==> config.mk <==
export PLATFORM = sky130hd
export DESIGN_NAME = rad_meas_sequencer_flat
export DESIGN_NICKNAME = d
export VERILOG_FILES = /design/src/rtl/rad_meas_sequencer_if.sv /design/src/rtl/rad_meas_sequencer.sv /design/src/flat_wrapper.sv
export SDC_FILE = /design/constraint.sdc
export NUM_CORES = 1
export LEC_CHECK = 0
export ABC_CLOCK_PERIOD_IN_PS = 2600
export CORE_UTILIZATION = 30
export DETAILED_ROUTE_END_ITERATION = 8
export PLACE_DENSITY = 0.57
export SETUP_SLACK_MARGIN = 0.02
export SYNTH_ARGS = -nofsm -noshare
export SYNTH_HDL_FRONTEND = slang
export SYNTH_SLANG_ARGS = --single-unit
export TNS_END_PERCENT = 100
==> constraint.sdc <==
create_clock -name CLK -period 2.6 [get_ports CLK]
set_input_delay 0.39 -clock CLK [delete_from_list [all_inputs] [get_ports CLK]]
set_output_delay 0.39 -clock CLK [all_outputs]
set_load 0.02 [all_outputs]
==> src/rtl/rad_meas_sequencer_if.sv <==
// Host-side handshake and result bus of the GM measurement sequencer.
// The host (master) requests and acknowledges; the sequencer (slave) reports status and result.
interface rad_meas_sequencer_if #(
  parameter int unsigned CNT_W = 6
) ();
  logic             START;
  logic             ABORT;
  logic             ACK;
  logic             BUSY;
  logic             VALID;
  logic             FAULT;
  logic [CNT_W-1:0] COUNT;
  logic             OVF;
  logic             LOWV;

  modport master (
    output START, ABORT, ACK,
    input  BUSY, VALID, FAULT, COUNT, OVF, LOWV
  );

  modport slave (
    input  START, ABORT, ACK,
    output BUSY, VALID, FAULT, COUNT, OVF, LOWV
  );
endinterface

==> src/rtl/rad_meas_sequencer.sv <==
// Geiger-Mueller measurement sequencer: charges tube HV, settles, counts ticks over a fixed
// gate window, then holds the result until the host acknowledges it.
module rad_meas_sequencer #(
  parameter int unsigned CNT_W          = 6,
  parameter int unsigned TMR_W          = 24,
  parameter int unsigned CHARGE_TIMEOUT = 65535,
  parameter int unsigned SETTLE_CYCLES  = 1024,
  parameter int unsigned GATE_CYCLES    = 1000000
) (
  input  logic                  CLK,
  input  logic                  nRESET,
  input  logic                  TICK,
  input  logic                  nCHARGED,
  output logic                  OSCOUT,
  rad_meas_sequencer_if.slave   bus
);

  localparam logic [TMR_W-1:0] CHARGE_LAST = TMR_W'(CHARGE_TIMEOUT - 1);
  localparam logic [TMR_W-1:0] SETTLE_LAST = TMR_W'(SETTLE_CYCLES - 1);
  localparam logic [TMR_W-1:0] GATE_LAST   = TMR_W'(GATE_CYCLES - 1);
  localparam logic [CNT_W-1:0] COUNT_MAX   = {CNT_W{1'b1}};

  typedef enum logic [2:0] {
    StIdle,
    StCharge,
    StSettle,
    StGate,
    StHold,
    StFault
  } state_e;

  state_e           state_q;
  logic [TMR_W-1:0] timer_q;
  logic             tick_meta_q, tick_s_q, tick_prev_q;
  logic             ncharged_meta_q, ncharged_s_q;
  logic [CNT_W-1:0] count_q;
  logic             ovf_q;
  logic             lowv_q;
  logic             tick_evt;
  logic             active;

  assign tick_evt = tick_s_q & ~tick_prev_q;
  assign active   = (state_q == StCharge) || (state_q == StSettle) || (state_q == StGate);

  always_ff @(posedge CLK or negedge nRESET) begin
    if (!nRESET) begin
      state_q         <= StIdle;
      timer_q         <= '0;
      tick_meta_q     <= 1'b0;
      tick_s_q        <= 1'b0;
      tick_prev_q     <= 1'b0;
      ncharged_meta_q <= 1'b0;
      ncharged_s_q    <= 1'b0;
      count_q         <= '0;
      ovf_q           <= 1'b0;
      lowv_q          <= 1'b0;
    end else begin
      tick_meta_q     <= TICK;
      tick_s_q        <= tick_meta_q;
      tick_prev_q     <= tick_s_q;
      ncharged_meta_q <= nCHARGED;
      ncharged_s_q    <= ncharged_meta_q;

      // Abort leaves the last result registers untouched.
      if (bus.ABORT && (state_q != StIdle)) begin
        state_q <= StIdle;
      end else begin
        unique case (state_q)
          StIdle: begin
            if (bus.START) begin
              state_q <= StCharge;
              timer_q <= '0;
            end
          end
          StCharge: begin
            if (!ncharged_s_q) begin
              state_q <= StSettle;
              timer_q <= '0;
            end else if (timer_q == CHARGE_LAST) begin
              state_q <= StFault;
            end else begin
              timer_q <= timer_q + TMR_W'(1);
            end
          end
          StSettle: begin
            if (timer_q == SETTLE_LAST) begin
              state_q <= StGate;
              timer_q <= '0;
              count_q <= '0;
              ovf_q   <= 1'b0;
              lowv_q  <= 1'b0;
            end else begin
              timer_q <= timer_q + TMR_W'(1);
            end
          end
          StGate: begin
            if (tick_evt) begin
              if (count_q != COUNT_MAX) begin
                count_q <= count_q + CNT_W'(1);
              end else begin
                ovf_q <= 1'b1;
              end
            end
            if (ncharged_s_q) begin
              lowv_q <= 1'b1;
            end
            if (timer_q == GATE_LAST) begin
              state_q <= StHold;
            end else begin
              timer_q <= timer_q + TMR_W'(1);
            end
          end
          StHold, StFault: begin
            if (bus.ACK) begin
              state_q <= StIdle;
            end
          end
          default: state_q <= StIdle;
        endcase
      end
    end
  end

  // Oscillator regulates HV in every active phase; reset clears it without a clock.
  assign OSCOUT    = active & ncharged_s_q;
  assign bus.BUSY  = active;
  assign bus.VALID = (state_q == StHold);
  assign bus.FAULT = (state_q == StFault);
  assign bus.COUNT = count_q;
  assign bus.OVF   = ovf_q;
  assign bus.LOWV  = lowv_q;

endmodule

==> src/flat_wrapper.sv <==
// flat-port wrapper written by rule: the top's interface ports become plain ports
module rad_meas_sequencer_flat 
#(
  parameter int unsigned CNT_W          = 6,
  parameter int unsigned TMR_W          = 24,
  parameter int unsigned CHARGE_TIMEOUT = 65535,
  parameter int unsigned SETTLE_CYCLES  = 1024,
  parameter int unsigned GATE_CYCLES    = 1000000
)
  (CLK, nRESET, TICK, nCHARGED, OSCOUT, bus_START, bus_ABORT, bus_ACK, bus_BUSY, bus_VALID, bus_FAULT, bus_COUNT, bus_OVF, bus_LOWV);
  rad_meas_sequencer_if #(.CNT_W(CNT_W)) bus_i ();
  input  logic CLK;
  input  logic nRESET;
  input  logic TICK;
  input  logic nCHARGED;
  output logic OSCOUT;
  input wire logic [$bits(bus_i.START)-1:0] bus_START;
  input wire logic [$bits(bus_i.ABORT)-1:0] bus_ABORT;
  input wire logic [$bits(bus_i.ACK)-1:0] bus_ACK;
  output wire logic [$bits(bus_i.BUSY)-1:0] bus_BUSY;
  output wire logic [$bits(bus_i.VALID)-1:0] bus_VALID;
  output wire logic [$bits(bus_i.FAULT)-1:0] bus_FAULT;
  output wire logic [$bits(bus_i.COUNT)-1:0] bus_COUNT;
  output wire logic [$bits(bus_i.OVF)-1:0] bus_OVF;
  output wire logic [$bits(bus_i.LOWV)-1:0] bus_LOWV;
  assign bus_i.START = bus_START;
  assign bus_i.ABORT = bus_ABORT;
  assign bus_i.ACK = bus_ACK;
  assign bus_BUSY = bus_i.BUSY;
  assign bus_VALID = bus_i.VALID;
  assign bus_FAULT = bus_i.FAULT;
  assign bus_COUNT = bus_i.COUNT;
  assign bus_OVF = bus_i.OVF;
  assign bus_LOWV = bus_i.LOWV;
  rad_meas_sequencer #(.CNT_W(CNT_W), .TMR_W(TMR_W), .CHARGE_TIMEOUT(CHARGE_TIMEOUT), .SETTLE_CYCLES(SETTLE_CYCLES), .GATE_CYCLES(GATE_CYCLES)) u_core (.CLK(CLK), .nRESET(nRESET), .TICK(TICK), .nCHARGED(nCHARGED), .OSCOUT(OSCOUT), .bus(bus_i));
endmodule
### Track usage over the die, run 1

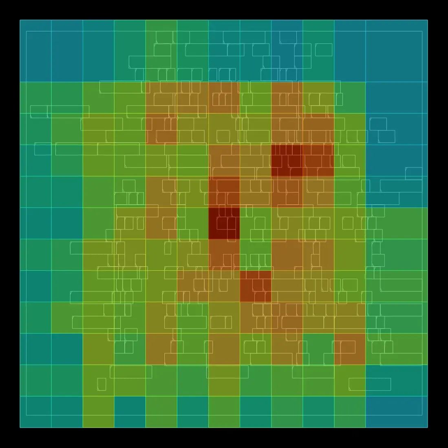
highest-utilization routing layer at the global route stage: met2
GRT Resource Usage Total: 15.3%
met3 global-route usage: 2.95%
Finished Core Util: 37.1%

### Routed metal per tile, run 1

Scale bar: 20 µm. 18 x 18 tiles, from dark purple (low) to yellow (high), scaled to the fullest tile. Values are wire area over tile area, all layers added.
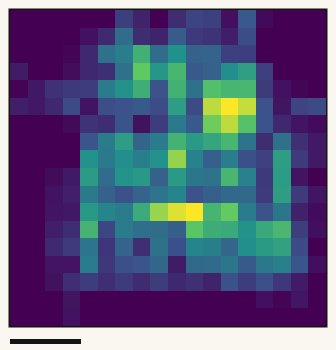
mean over tiles: 0.11
densest ninth of the die: centre
fullest tile: 0.47
tiles over half the peak: 16%
emptiest ninth of the die: north-west

==> flow_results.org, run 1 <==
#+TITLE: Synthesis and PnR summary

** Status
- Result of the run :: finished clean

** Drt
- Wire segments on met3 add up to 172 µm in the final route.
- Detailed-route wire length per cell :: 14.8 µm
- Total vias in the final route :: 2032
- Met1 Routed Length :: 2.73 mm
- Once detail routing completed, the nets flagged for antenna violations numbered 0.
- Iteration count of the initial detailed-routing pass :: 4

** Floorplan
- The horizontal die dimension reported for this design is 89.5 µm.

** CTS
- Clock sinks :: 40
- TritonCTS clock tree :: built
- CTS resizes :: 0
- For this design, the CTS-stage hold fixing added 0 buffers.
- Root cell of the clock tree :: sky130_fd_sc_hd__clkbuf_8

** Pwr
- IR analysis of the VDD net gives a maximum drop of 0.000239 V.
- Total power normalized to cell area comes to 757 nW/µm².

** Timing
- Highest clock rate :: 410 MHz
- Clock Skews :: 8.86 ps
- Hold-check failures listed in the final report amount to 0.
- Crit share post-route :: 93.7%
- Setup repair after global routing left no endpoint under its margin.
- Accumulated negative setup slack :: 0 ps
- Slew Viols, Final :: 0
- For the pin with the worst max-slew slack, the measured transition is 908 ps.

** Synthesis
- The synthesized design contains 0 enable-type register cells.
- Counting every instance in the synthesized netlist gives 253.
- Number of cells in Yosys stat :: 253
- The synthesis report names the predominant flop master as sky130_fd_sc_hd__dfrtp_1.

** Finish
- The repair_antennas step left the layout with diodes totalling 0.
- Relative to the synthesized area, the layout overhead comes to 18.3%.
- Cells with a size suffix above 1 make up 11.6% of the layout.
- Final layout net count :: 285
- Register cell area after layout :: 1000 µm²

** Global route
- The initial antenna violation count came to 0.
- Entering global routing, the biggest net connects 41 pins.
- Wire length of the first global-routing pass :: 9.43 mm
- For this run the aggregate overflow at the end of global routing stands at 0.
- Met1 track demand over resource :: 21.4%

** Hold path
- Worst min path class :: in2async

** Setup path
- Arrival @ worst endpoint :: 2620 ps

** Placement
- RePlAce Congestion :: 0.771

** Job
- Warnings raised by the tools during the run amount to 27.
### Drive-strength map, run 1

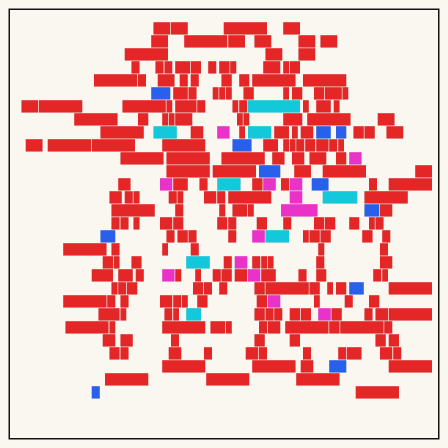
| colour | size | cells | share | most used |
|---|---|---|---|---|
| magenta | _3 and _4 cells | 13 | 4.7% | buf_4 |
| cyan | _6 and larger | 8 | 2.9% | clkbuf_8 |
| blue | _2 cells | 11 | 4.0% | o21ai_2 |
| red | _0 and _1 cells | 244 | 88% | dfrtp_1 |

run 1: power by group:
group	switching (mW)	internal [mW]
Sequential	0.0859	0.678
Clock	0.240	0.289
Combinational	0.435	0.329
run 1: per-stage QoR:
step	hold WS, ps	power [mW]	cells	utilization [%]	setup slack, ps
2_1_floorplan	94.4	1.30	253	-	407
3_3_place_gp	333	1.54	367	35.5	232
4_1_cts	260	2.09	375	37.1	123
6_report	224	2.06	375	37.1	164
5_1_grt	291	2.22	375	37.1	35.1
3_5_place_dp	335	1.55	367	35.5	107
run 1: layout make-up:
cell class | instances | area share [%]
tap | 99 | 4.56
multi-input combinational | 195 | 43.7
sequential | 40 | 36.8
clock buffer | 5 | 2.53
inverter | 3 | 0.414
timing repair buffer | 30 | 10.2
clock inverter | 3 | 1.70
run 1: flip-flops by register name, indices dropped and copies added, names as in the netlist:
register / count
u_core.timer_q: 24
u_core.ncharged_s_q: 1
u_core.bus.OVF: 1
u_core.bus.COUNT: 6
u_core.ncharged_meta_q: 1
u_core.tick_s_q: 1
u_core.state_q: 3
u_core.tick_prev_q: 1
u_core.tick_meta_q: 1
u_core.bus.LOWV: 1
run 1: cells in the mapped netlist (all sizes together) (7+ instances only):
cell and number:
a21oi 9, nand2 20, clkbuf 7, nor2 20, buf 8, nand4 8, o31ai 17, nand3 15
o21ai 31, dfrtp 40, nor2b 7, a31oi 9
run 1: worst max-delay path, cell delays in order (launching register included):
cell	delay (ps)
sky130_fd_sc_hd__dfrtp_1	440
sky130_fd_sc_hd__ha_1	260
sky130_fd_sc_hd__and3_1	230
sky130_fd_sc_hd__nand3_1	130
sky130_fd_sc_hd__nor4_1	100
sky130_fd_sc_hd__a211o_2	370
sky130_fd_sc_hd__or2_1	270
sky130_fd_sc_hd__buf_12	170
sky130_fd_sc_hd__o41ai_1	340
run 1: final timing paths:
check	startpoint	end	slack, ps	depth (start not counted)
max	u_core.timer_q[0]	u_core.timer_q[23]	160	8
min	nRESET	u_core.bus.COUNT[2]	220	1
max reg2reg	u_core.timer_q[0]	u_core.timer_q[23]	160	8
min reg2reg	u_core.ncharged_meta_q	u_core.ncharged_s_q	350	0
max in group asynchronous	nRESET	u_core.timer_q[16]	1820	1
min in group CLK	u_core.ncharged_meta_q	u_core.ncharged_s_q	350	0
run 1: cell usage in the layout (no fill, tap or decap), drive strengths merged, types with 3 or more instances in the layout:
cell	count
nor2	20
and3	5
a21oi	9
o21ai	31
nand2	20
ha	3
a31oi	9
nand2b	5
nand3	15
clkbuf	5
inv	4
o41ai	5
buf	13
dfrtp	40
clkdlybuf4s50	17
nor3	6
and2	4
nor4	6
nor2b	7
nand4	8
o31ai	17
run 1: cell families (layout without fill, tap and decap cells):
| family | after synthesis | in the layout | share of synthesized area (%) |
|---|---|---|---|
| simple gates | 106 | 106 | 24.7 |
| compound gates | 82 | 82 | 23.4 |
| flops | 40 | 40 | 43.6 |
| buf+inv | 18 | 41 | 4.90 |
| mux | 4 | 4 | 1.85 |
| fa+ha+maj | 3 | 3 | 1.63 |
==> run 2: changes to the inputs <==
- HOLD_SLACK_MARGIN: not set -> 0.15
### Nets reached from selected ports, run 2

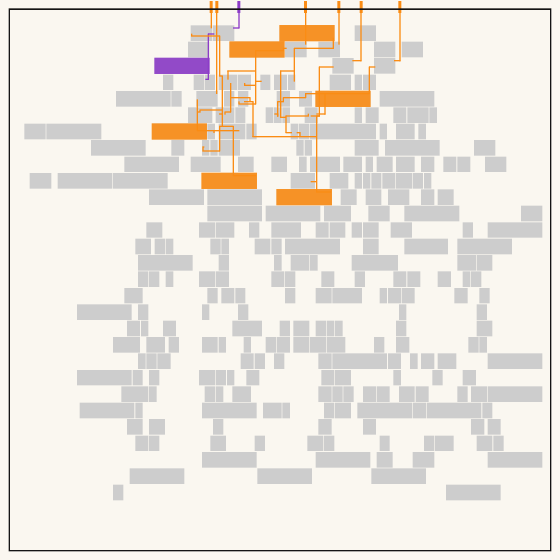
| colour | port | direction | end cells | buffers | wire |
|---|---|---|---|---|---|
| purple | `bus_OVF` | output | 1 | 1 | 12.5 µm |
| orange | `bus_COUNT` | output | 6 | 6 | 251 µm |

==> run 2 against run 1 <==
Non-clock buffer count is the same; total power is the same; largest cell class unchanged; synthesized cell count is the same; critical endpoint unchanged; clock power is essentially flat.
==> flow_results.org, run 2 <==
#+TITLE: Synthesis and PnR summary

** Finish
- The synthesis-to-finish area growth came to 18.3% (unchanged).
- Register cell area after layout :: 1000 µm² (unchanged)
- By instance count after routing, the leading logic cell type is sky130_fd_sc_hd__dfrtp_1.
- Ranking logic cells in the layout by count gives the top entries sky130_fd_sc_hd__dfrtp_1 (40), sky130_fd_sc_hd__o21ai_0 (27), sky130_fd_sc_hd__nand2_1 (20), sky130_fd_sc_hd__nor2_1 (20), sky130_fd_sc_hd__clkdlybuf4s50_1 (17).
- Diodes inserted :: 0 (unchanged)

** Drt
- Total vias in the final route :: 2032 (unchanged)

** Setup path
- Arrival @ worst endpoint :: 2620 ps (about the same)
- For reference, the critical path cell chain is ha_1 -> and3_1 -> nand3_1 -> nor4_1 -> a211o_2 -> or2_1 -> buf_12 -> o41ai_1.

** Global route
- Overflow left after global routing :: 0 (unchanged)
- The wire length of the first global-routing pass came to 9.43 mm (unchanged).
- The initial antenna violation count came to 0 (unchanged).

** CTS
- The number of clock sinks seen by CTS is 40 (unchanged).
- TritonCTS built the clock tree.
- The number of buffers inserted for hold repair after clock tree synthesis was 0 (unchanged).

** Hold path
- Worst min path class :: in2async

** Synthesis
- Most frequent cell after synthesis :: sky130_fd_sc_hd__dfrtp_1
- Main synth FF type :: sky130_fd_sc_hd__dfrtp_1

** Placement
- Worst setup timing slack at the placement stage :: 107 ps (unchanged)
- RePlAce Congestion :: 0.771 (unchanged)

** Status
- The run finished with clean final reports.

** Timing
- Setup repair after global routing left no endpoint under its margin.
- Final Hold Viols :: 0 (unchanged)
- The total negative slack for setup checks is 0 ps (unchanged).

** Job
- The count of tool warnings was 27 (unchanged).
### Cells coloured by class, run 2

Scale bar: 20 µm.
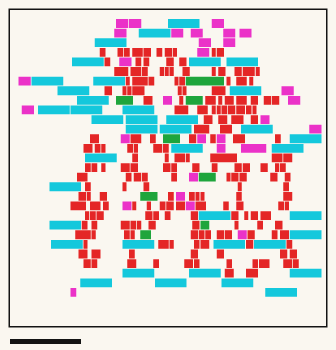
| colour | class | cells | share of their area |
|---|---|---|---|
| magenta | remaining buffers and delay cells | 30 | 11% |
| green | clock drivers and dummy loads | 8 | 4.4% |
| cyan | sequential cells | 40 | 39% |
| red | combinational and other logic | 198 | 46% |
sequential share of cell area: 36.8%
cell area after layout: 2720 µm²
total number of placement rows: 31
floorplan core area: 7330 µm²

-- run 2: cell counts after synthesis --
No cell type changed its count.
-- run 2: logic make-up after synthesis --
family	Yosys count	share of synthesized area, %
flip-flops	40	43.6
multiplexers	4	1.85
AND-OR/OR-AND	82	23.4
buffers and inverters	18	4.90
adder cells (fa/ha/maj)	3	1.63
AND/OR/NAND/NOR	106	24.7
-- run 2: final cells by class --
type | count | area share, %
inverters | 3 | 0.414
clock buffers | 5 | 2.53
multi-input cells | 195 | 43.7
well taps | 99 | 4.56
flip-flops and latches | 40 | 36.8
repair buffers | 30 | 10.2
clock inverters | 3 | 1.70
-- run 2: routing by layer --
layer	wire length, µm	part of all wire, %	up-vias	track usage (%)
li1	-	-	999	-
met1	2730	49	989	21.4
met2	2580	47	38	24.4
met3	172	3.1	6	2.95
met4	61	1.1	0	3.90
met5	0	0	-	0
-- run 2: per-stage QoR --
step | hold WS, ps | power [mW] | utilization [%] | area [µm²] | cells
after global routing | 291 | 2.22 | 37.1 | 2720 | 375
after floorplan | 94.4 | 1.30 | - | 2300 | 253
after detailed placement | 335 | 1.55 | 35.5 | 2600 | 367
final | 224 | 2.06 | 37.1 | 2720 | 375
after global placement | 333 | 1.54 | 35.5 | 2600 | 367
after CTS | 260 | 2.09 | 37.1 | 2720 | 375
-- run 2: path summary, 6_finish.rpt --
path,startpoint,endpoint,slack [ps],cells after the start
setup reg to reg,u_core.timer_q[0],u_core.timer_q[23],160,8
setup / recovery,u_core.timer_q[0],u_core.timer_q[23],160,8
min in group CLK,u_core.ncharged_meta_q,u_core.ncharged_s_q,350,0
hold / removal,nRESET,u_core.bus.COUNT[2],220,1
hold reg to reg,u_core.ncharged_meta_q,u_core.ncharged_s_q,350,0
max in group asynchronous,nRESET,u_core.timer_q[16],1820,1
-- run 2: power breakdown --
part           internal, mW  switching [mW]
Sequential            0.678          0.0859
Clock                 0.289           0.240
Combinational         0.329           0.435
Total                  1.30           0.761
-- run 2: worst register-to-register path, cell delays in order, from the launching register on --
cell and delay, ps:
sky130_fd_sc_hd__dfrtp_1 440, sky130_fd_sc_hd__ha_1 260, sky130_fd_sc_hd__and3_1 230, sky130_fd_sc_hd__nand3_1 130, sky130_fd_sc_hd__nor4_1 100, sky130_fd_sc_hd__a211o_2 370
sky130_fd_sc_hd__or2_1 270, sky130_fd_sc_hd__buf_12 170, sky130_fd_sc_hd__o41ai_1 350
No activity file was given, so power comes from the tool's default toggle rates.
